File: src/rtl/m3_steplencalc_pkg.sv
// Shared constants and state encoding for the m3 step-length calculator.
// Lengths are 22-bit clkI-cycle counts; the output port zero-extends them to 32 bits.
package m3_steplencalc_pkg;

   localparam int          LEN_W          = 22;
   localparam logic [21:0] LEN_START_DEF  = 22'd400000;
   localparam logic [21:0] LEN_MIN_DEF    = 22'd2000;
   localparam logic [21:0] TGT_STEP_DEF   = 22'd20000;
   localparam int          RAMP_SHIFT_DEF = 4;

   typedef enum logic [2:0] {
      ST_IDLE     = 3'd0,
      ST_HOLD     = 3'd1,
      ST_RAMP     = 3'd2,
      ST_STOPPING = 3'd3,
      ST_DONE     = 3'd4
   } state_e;

endpackage

File: src/rtl/m3_steplencalc_reqedge.sv
// Two-input rising-edge detector; simultaneous rises cancel each other so a
// conflicting up/down request pair is dropped rather than arbitrated.
module m3_steplencalc_reqedge (
   input  logic clkI,
   input  logic nRstI,
   input  logic i_up,
   input  logic i_dn,
   output logic o_up,
   output logic o_dn
);

   logic r_up_d1, r_dn_d1;
   logic w_up_rise, w_dn_rise;

   always_ff @(posedge clkI or negedge nRstI) begin
      if (!nRstI) begin
         r_up_d1 <= 1'b0;
         r_dn_d1 <= 1'b0;
      end else begin
         r_up_d1 <= i_up;
         r_dn_d1 <= i_dn;
      end
   end

   assign w_up_rise = i_up & ~r_up_d1;
   assign w_dn_rise = i_dn & ~r_dn_d1;
   assign o_up      = w_up_rise & ~w_dn_rise;
   assign o_dn      = w_dn_rise & ~w_up_rise;

endmodule

File: src/rtl/m3_steplencalc.sv
// Step-length calculator: turns INC/DEC requests into a target length and ramps the
// current length toward it one step per sequencer round; ramps back to start on forced stop.
module m3_steplencalc
   import m3_steplencalc_pkg::*;
#(
   parameter logic [21:0] LEN_START  = LEN_START_DEF,
   parameter logic [21:0] LEN_MIN    = LEN_MIN_DEF,
   parameter logic [21:0] TGT_STEP   = TGT_STEP_DEF,
   parameter int          RAMP_SHIFT = RAMP_SHIFT_DEF
) (
   input  logic        clkI,
   input  logic        nRstI,
   input  logic        m3startI,
   input  logic        m3forceStopI,
   input  logic        m3speedINCi,
   input  logic        m3speedDECi,
   input  logic        nextCalcI,
   output logic [31:0] dstRoundLenO,
   output logic        atTargetO,
   output logic        stoppedO
);

   state_e            r_state, w_state_nxt;
   logic [LEN_W-1:0]  r_cur, r_tgt, w_cur_nxt, w_tgt_nxt;
   logic              w_inc, w_dec;
   logic [LEN_W-1:0]  w_tgt_fast, w_tgt_slow, w_tgt_req;
   logic [LEN_W:0]    w_tgt_sum;
   logic [LEN_W-1:0]  w_ramp_tgt, w_shr, w_delta, w_dif, w_ramp;
   logic [LEN_W:0]    w_sum;

   m3_steplencalc_reqedge u_reqedge (
      .clkI  (clkI),
      .nRstI (nRstI),
      .i_up  (m3speedINCi),
      .i_dn  (m3speedDECi),
      .o_up  (w_inc),
      .o_dn  (w_dec)
   );

   // Target adjust with saturation at both ends of the legal length range
   assign w_tgt_fast = ({1'b0, r_tgt} >= ({1'b0, LEN_MIN} + {1'b0, TGT_STEP})) ?
                       (r_tgt - TGT_STEP) : LEN_MIN;
   assign w_tgt_sum  = {1'b0, r_tgt} + {1'b0, TGT_STEP};
   assign w_tgt_slow = (w_tgt_sum > {1'b0, LEN_START}) ? LEN_START : w_tgt_sum[LEN_W-1:0];

   always_comb begin
      w_tgt_req = r_tgt;
      if (w_inc)      w_tgt_req = w_tgt_fast;
      else if (w_dec) w_tgt_req = w_tgt_slow;
   end

   // A stop request coinciding with a ramp step already steers that step toward start speed
   assign w_ramp_tgt = (r_state == ST_STOPPING || m3forceStopI) ? LEN_START : r_tgt;
   assign w_shr      = r_cur >> RAMP_SHIFT;
   assign w_delta    = (w_shr == '0) ? {{(LEN_W-1){1'b0}}, 1'b1} : w_shr;
   assign w_dif      = r_cur - w_delta;
   assign w_sum      = {1'b0, r_cur} + {1'b0, w_delta};

   always_comb begin
      w_ramp = r_cur;
      if (r_cur > w_ramp_tgt)
         w_ramp = (w_dif < w_ramp_tgt) ? w_ramp_tgt : w_dif;
      else if (r_cur < w_ramp_tgt)
         w_ramp = (w_sum > {1'b0, w_ramp_tgt}) ? w_ramp_tgt : w_sum[LEN_W-1:0];
   end

   always_comb begin
      w_state_nxt = r_state;
      w_cur_nxt   = r_cur;
      w_tgt_nxt   = r_tgt;
      if (!m3startI) begin
         w_state_nxt = ST_IDLE;
         w_cur_nxt   = LEN_START;
         w_tgt_nxt   = LEN_START;
      end else begin
         case (r_state)
            ST_IDLE: begin
               if (!m3forceStopI) w_state_nxt = ST_HOLD;
            end
            ST_HOLD: begin
               if (m3forceStopI) begin
                  w_state_nxt = ST_STOPPING;
                  w_tgt_nxt   = LEN_START;
               end else if (w_tgt_req != r_tgt) begin
                  w_state_nxt = ST_RAMP;
                  w_tgt_nxt   = w_tgt_req;
               end
            end
            ST_RAMP: begin
               if (nextCalcI) w_cur_nxt = w_ramp;
               if (m3forceStopI) begin
                  w_state_nxt = ST_STOPPING;
                  w_tgt_nxt   = LEN_START;
               end else begin
                  // Settle against the updated target so a late request never strands HOLD off-target
                  w_tgt_nxt = w_tgt_req;
                  if ((nextCalcI ? w_ramp : r_cur) == w_tgt_req) w_state_nxt = ST_HOLD;
               end
            end
            ST_STOPPING: begin
               w_tgt_nxt = LEN_START;
               if (nextCalcI) begin
                  w_cur_nxt = w_ramp;
                  if (w_ramp == LEN_START) w_state_nxt = ST_DONE;
               end
            end
            ST_DONE: ;
            default: w_state_nxt = ST_IDLE;
         endcase
      end
   end

   always_ff @(posedge clkI or negedge nRstI) begin
      if (!nRstI) begin
         r_state <= ST_IDLE;
         r_cur   <= LEN_START;
         r_tgt   <= LEN_START;
      end else begin
         r_state <= w_state_nxt;
         r_cur   <= w_cur_nxt;
         r_tgt   <= w_tgt_nxt;
      end
   end

   assign dstRoundLenO = {10'd0, r_cur};
   assign atTargetO    = (r_cur == r_tgt);
   assign stoppedO     = (r_state == ST_DONE);

endmodule

File: config.mk
export PLATFORM = sky130hd
export DESIGN_NAME = m3_steplencalc
export DESIGN_NICKNAME = d
export VERILOG_FILES = /design/src/rtl/m3_steplencalc_pkg.sv /design/src/rtl/m3_steplencalc_reqedge.sv /design/src/rtl/m3_steplencalc.sv
export SDC_FILE = /design/constraint.sdc
export NUM_CORES = 1
export LEC_CHECK = 0
export CAP_MARGIN = 20
export CORE_MARGIN = 5
export CORE_UTILIZATION = 55
export CTS_BUF_LIST = sky130_fd_sc_hd__clkbuf_2
export DETAILED_ROUTE_END_ITERATION = 7
export GPL_TIMING_DRIVEN = 0
export PLACE_DENSITY = 0.81
export SETUP_SLACK_MARGIN = 0.3
export SLEW_MARGIN = 20
export SYNTH_ARGS = -nofsm -noshare
export SYNTH_HDL_FRONTEND = slang
export SYNTH_SLANG_ARGS = --single-unit
File: constraint.sdc
create_clock -name clkI -period 6.6 [get_ports clkI]
set_input_delay 1.32 -clock clkI [delete_from_list [all_inputs] [get_ports clkI]]
set_output_delay 1.32 -clock clkI [all_outputs]
set_load 0.1 [all_outputs]
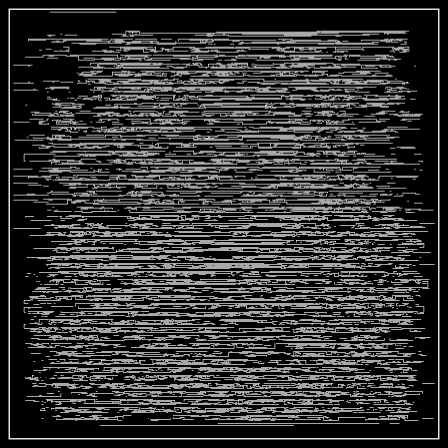
Figure 1: run 1, signal wires on met1.
share of all routed wire: 39%
wire length on this layer: 19400 µm

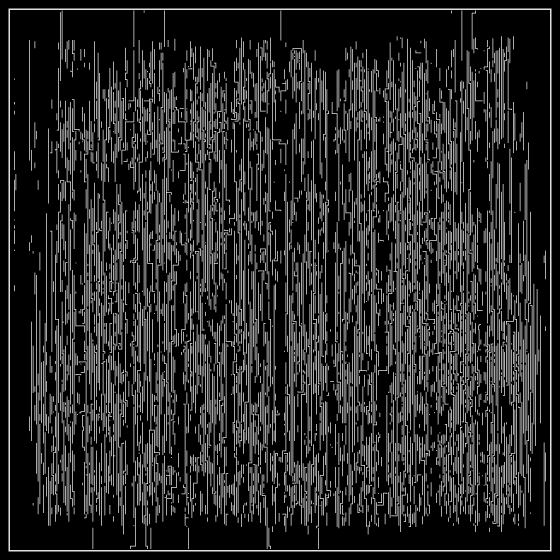
Figure 2: run 1, M2 wires.
main direction: vertical
share of all routed wire: 38%

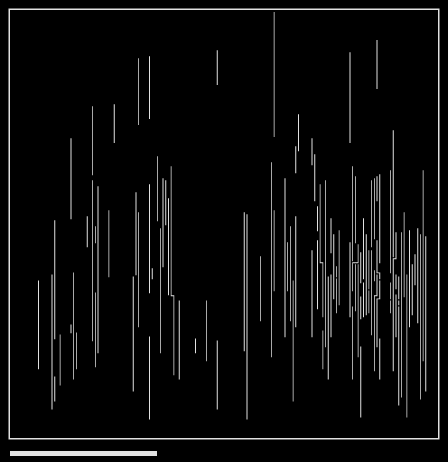
Figure 3: run 1, the metal 4 layer.
Scale bar: 50 µm.
main direction: vertical
share of all routed wire: 5.8%
wire length on this layer: 2880 µm
longest straight run: 69.4 µm
nets with wire on the layer: 93

==> impl_metrics.toml, run 1 <==
# synthesis and place-and-route metrics
[sta]
skew_ns = 0.0403
tightest_slew_ns = 1.25
finalCritPeriodShare = 1.05
finalSetupViolations = 3
fin_ws_ns = -0.341
slew_viol_final = 0
rsz0062_at_grt = "yes"
slew_headroom = 0.166
hold_violations = 0

[placed_design]
gp_congestion = 1.05
dp.cells = 1685
place_area_mm2 = 0.0107
dp_hpwl_um = 35400

[route]
vias = 12900
drt_iter0_markers = 1945
wl_per_cell_um = 27.8
drtPass1Iterations = 8
vias_per_cell = 7.26
drcViolationCount = 4
drt-total-wl_um = 49500
ant_nets = 0

[logic_synthesis]
synth-seq-area-share = 0.123
ys.flop_type = "dfrtp_1"
syn_area_mm2 = 0.0101
synth-edff-count = 0
synthTopCellsByCount = "nand2_1, nor2_1, ha_1"
top_area_frac = 0.128
yosys_cells = 1417
async_flop_share = 1.00
yosysTopAreaCell = "ha_1"
area_leaders = "ha_1, dfrtp_1, nand2_1, a21oi_1, xnor2_1"
most_common_cell = "nand2_1"
synth.distinct_cells = 92
syn_inst = 1417

[global_routing]
antenna_found_initial = 2
grt_max_degree = 50
grt_pass1_vias = 11700
grt_overflow_total = 0

[clocking]
clkLatencyLatePin_ns = 0.50
cts_sinks = 49
numCtsBuffers = 5
hold_buffers = 0
cts_tree = "yes"
clk_pin_slew_ns = 0.33
htree_levels = 2
cts_buffer_depth = 2

[layout]
sh_comb_area = 0.717
final_common_cell = "nand2_1"
flop-count = 49
buffer_area_frac = 0.132
antenna_cells = 1
seq_share = 0.103
num-nets-final = 1661
post-route-util = 0.679
largest_class = "multi-input combinational cells"
drive_gt1_frac = 0.188
mostFrequentLayoutCells = "nand2_1, nor2_1, ha_1"
fin_cells = 1780
final-clk-cell-share = 0.00522
fin_area_mm2 = 0.0122
seqCellArea_mm2 = 0.00126
nNonClkInverters = 59
logic_gate_count = 1195
area_growth_pct = 21.4
clock_buffers = 6
buffers = 239

[run]
cap_violations = 0
openroad.warnings = 47

[worst_setup_path]
worstPathArrival_ns = 7.35
r2r_start = "r_cur[20]"
crit_buf_inv = 6
crit_path_end = "r_state[1]"
crit_top_cell = "buf_4"
worstSetupEndpointType = "flip-flop"
startpoint = "r_cur[20]"
worst-setup-path-type = "flip-flop to flip-flop"
reg2reg_to = "r_state[1]"
reg2regPathDepth = 30
r2r_slack_ns = -0.34
crit_required_ns = 7.01
crit_slowest_cell = "nor4_1"
crit_cells = 30

[die]
taps = 229
core_area_mm2 = 0.0180
initCoreUtil = 0.559
top_level_ports = 41
die_h_um = 145
dieArea_mm2 = 0.0211
rows = 49

[status]
violations = "DRC, setup timing"
status = "finished, violations left"

[min_path]
hold_depth = 2
[run 1: state kept, by name, summed over array words and instances, names as in the netlist]
signal             count
u_reqedge.r_up_d1      1
r_cur                 22
r_tgt                 22
u_reqedge.r_dn_d1      1
r_state                3
[run 1: routing by layer]
layer,global-route usage,wire length [µm]
met1,0.619,19400
met2,0.575,18600
met5,0,12
met3,0.159,8660
met4,0.156,2880
[run 1: worst register-to-register path: cells and delay by family (launching register included)]
family,cells,cell delay (ns)
xor gates and xnor gates,1,0.26
and+or+nand+nor,8,2.28
DFF,1,0.48
adders and majority gates,2,0.51
buffers and inverters,6,1.05
AOI/OAI and AO/OA,13,2.30
[run 1: cell families (layout without fill, tap and decap cells)]
logic type,count (synthesis),count (layout),synth area share
AND-OR/OR-AND,477,477,0.329
XOR/XNOR,88,88,0.0765
adder cells (fa/ha/maj),105,105,0.132
buffers and inverters,182,306,0.0766
flip-flops,49,49,0.123
multiplexers,15,15,0.0154
other,1,11,0.000372
AND/OR/NAND/NOR,500,500,0.247
[run 1: per-stage QoR]
stage                     hold slack (ns)  setup slack (ns)
final                               0.639            -0.341
after global routing                0.658            -0.367
after CTS                           0.655            0.0751
after detailed placement            0.626             -2.13
after global placement              0.612             -1.96
after floorplan                     0.535             0.320
[run 1: timing repair]
action                                  CTS  global route
gates resized                           139            54
endpoints found under the setup margin   25            13
gates cloned                              1             0
pin swaps                                61            37
buffers inserted                         67            18
==> run 1 -> run 2 <==
--- a/config.mk
+++ b/config.mk
@@ -17,3 +17,4 @@
 export SYNTH_ARGS = -nofsm -noshare
 export SYNTH_HDL_FRONTEND = slang
 export SYNTH_SLANG_ARGS = --single-unit
+export TNS_END_PERCENT = 1
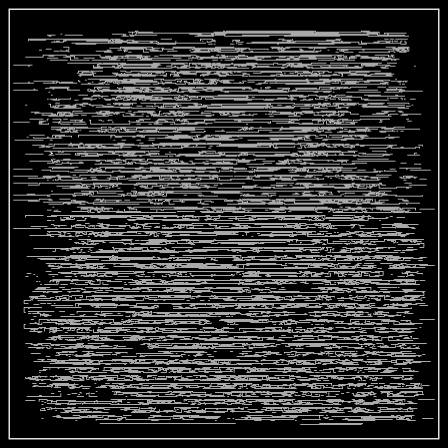
Figure 4: run 2, signal wires on met1.
nets with wire on the layer: 1563
main direction: horizontal
share of all routed wire: 39%
longest straight run: 68.1 µm
wire length on this layer: 19400 µm

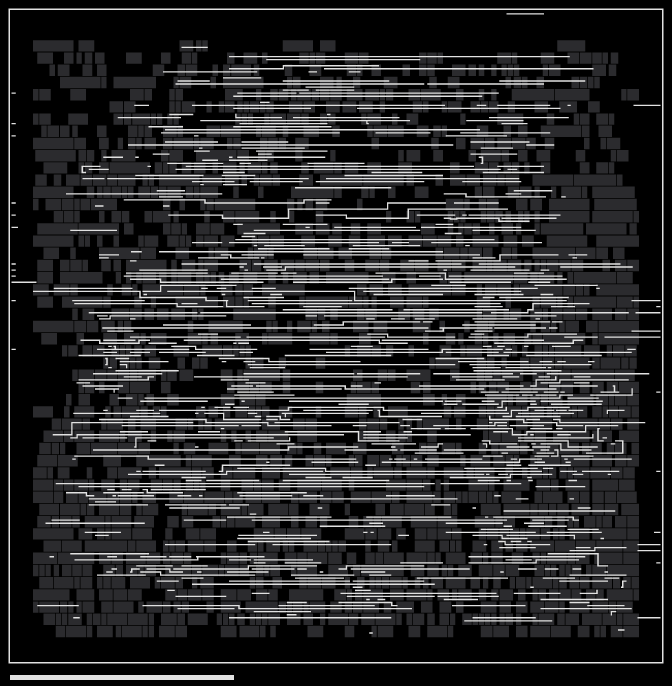
Figure 5: run 2, metal 3.
Scale bar: 50 µm. Cells faint in the background.
wire length on this layer: 8580 µm
share of all routed wire: 17%
longest straight run: 92.5 µm

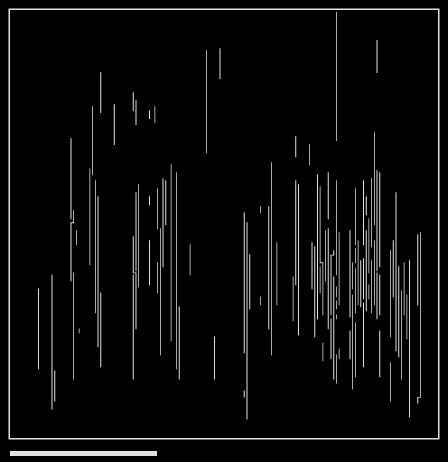
Figure 6: run 2, the metal 4 layer.
Scale bar: 50 µm.
main direction: vertical
nets with wire on the layer: 95
share of all routed wire: 5.1%
wire length on this layer: 2520 µm
longest straight run: 66.6 µm

==> run 2 against run 1 <==
  * The flow finishes with violations (setup timing)
  * Die size unchanged
  * Core utilization decreased by 0.44 points
  * Clock skew up 0.0073 ns
  * Worst hold slack improved by 0.025 ns
  * Critical path depth is the same
  * Global-route usage did not move
  * Largest cell class unchanged
==> impl_metrics.toml, run 2 <==
# synthesis and place-and-route metrics
[die]
rows = 49
initCoreUtil = 0.559
core_area_mm2 = 0.0180
dieArea_mm2 = 0.0211
die_h_um = 145

[logic_synthesis]
compound_area_frac = 0.329
top_area_frac = 0.128
ys_top_logic_family = "AND-OR/OR-AND gates"
synth-simple-area-share = 0.247
syn_inst = 1417
ys_sh_adder = 0.132
most_common_cell = "nand2_1"
synth.distinct_cells = 92
yosysTopAreaCell = "ha_1"
async_flop_share = 1.00
mux_share = 0.0154
synth-edff-count = 0
synthTopCellsByCount = "nand2_1, nor2_1, ha_1"
area_leaders = "ha_1, dfrtp_1, nand2_1, a21oi_1, xnor2_1"
syn_area_mm2 = 0.0101

[route]
drtPass1Iterations = 7
ant_nets = 0
wl_per_cell_um = 27.8
vias = 13000
drcViolationCount = 0
drt_iter0_markers = 2041
vias_per_cell = 7.33

[worst_setup_path]
reg2regPathDepth = 30
r2r_start = "r_cur[20]"
r2r_slack_ns = -0.43
crit_slowest_cell = "dfrtp_2"
crit_required_ns = 7.04
crit_buf_inv = 7
worstSetupEndpointType = "flip-flop"

[sta]
tightest_slew_ns = 1.24
hold_slack_ns = 0.664
hold_violations = 0
skew_ns = 0.0476
fin_ws_ns = -0.430
finalSetupViolations = 3
slew_headroom = 0.173
finalCritPeriodShare = 1.07

[clocking]
clkLatencyLatePin_ns = 0.51
cts_sinks = 49
cts_buffer_depth = 2
numCtsBuffers = 5

[placed_design]
dp_slack_ns = -2.13
gp_congestion = 1.05

[layout]
final_common_cell = "nand2_1"
reg.largest.list = "r_cur: 22 flops, r_tgt: 22 flops, r_state: 3 flops"
post-route-util = 0.674
mostFrequentLayoutCells = "nand2_1, nor2_1, ha_1"
drive_gt1_frac = 0.185
fin_area_mm2 = 0.0122
area_growth_pct = 20.6
num-nets-final = 1655

[run]
openroad.warnings = 47

[status]
violations = "setup timing"
status = "finished, violations left"

[global_routing]
grt_pass1_vias = 11700
grt_overflow_total = 0
grt_max_degree = 50

[min_path]
hold_depth = 2
## run 2: cell counts after synthesis
Identical to the previous run, type by type.
## run 2: worst max path at each step
| stage | from | endpoint | slack (ns) | cells after the start |
|---|---|---|---|---|
| after floorplan | r_cur[19] | r_state[1] | 0.32 | 28 |
| after global placement | r_cur[20] | r_state[1] | -1.96 | 28 |
| after detailed placement | r_cur[20] | r_state[1] | -2.13 | 28 |
| after CTS | r_cur[21] | r_state[0] | 0.07 | 29 |
| after global routing | r_cur[12] | r_state[0] | -0.49 | 24 |
| final | r_cur[20] | r_state[0] | -0.43 | 30 |
## run 2: cell type report
cell class,count,area share
antenna,2,0.000412
clock buffer,6,0.00247
sequential,49,0.103
buffer,123,0.0525
tap,229,0.0236
multi-input combinational,1195,0.720
timing repair buffer,110,0.0754
clock inverter,2,0.00278
inverter,59,0.0196
## run 2: routing by layer
| metal | GRT usage | up-vias | wire (µm) |
|---|---|---|---|
| met5 | 0 | - | 0 |
| met4 | 0.153 | 0 | 2520 |
| met1 | 0.620 | 6027 | 19400 |
| li1 | - | 5543 | - |
| met2 | 0.575 | 1195 | 18800 |
| met3 | 0.159 | 242 | 8580 |
## run 2: kinds of logic after synthesis
group | count (synthesis)
AOI/OAI and AO/OA | 477
xor gates and xnor gates | 88
adders and majority gates | 105
buffers and inverters | 182
DFF | 49
muxes | 15
other | 1
and+or+nand+nor | 500
## run 2: what timing repair did
action | CTS | global route
gates resized | 136 | 53
pin swaps | 61 | 36
setup endpoints to repair | 25 | 12
buffers inserted | 67 | 12
cloned | 1 | 0
## run 2: per-stage QoR
step	cells
global placement	1685
global route	1774
CTS	1761
finish	1775
floorplan	1426
detailed placement	1685
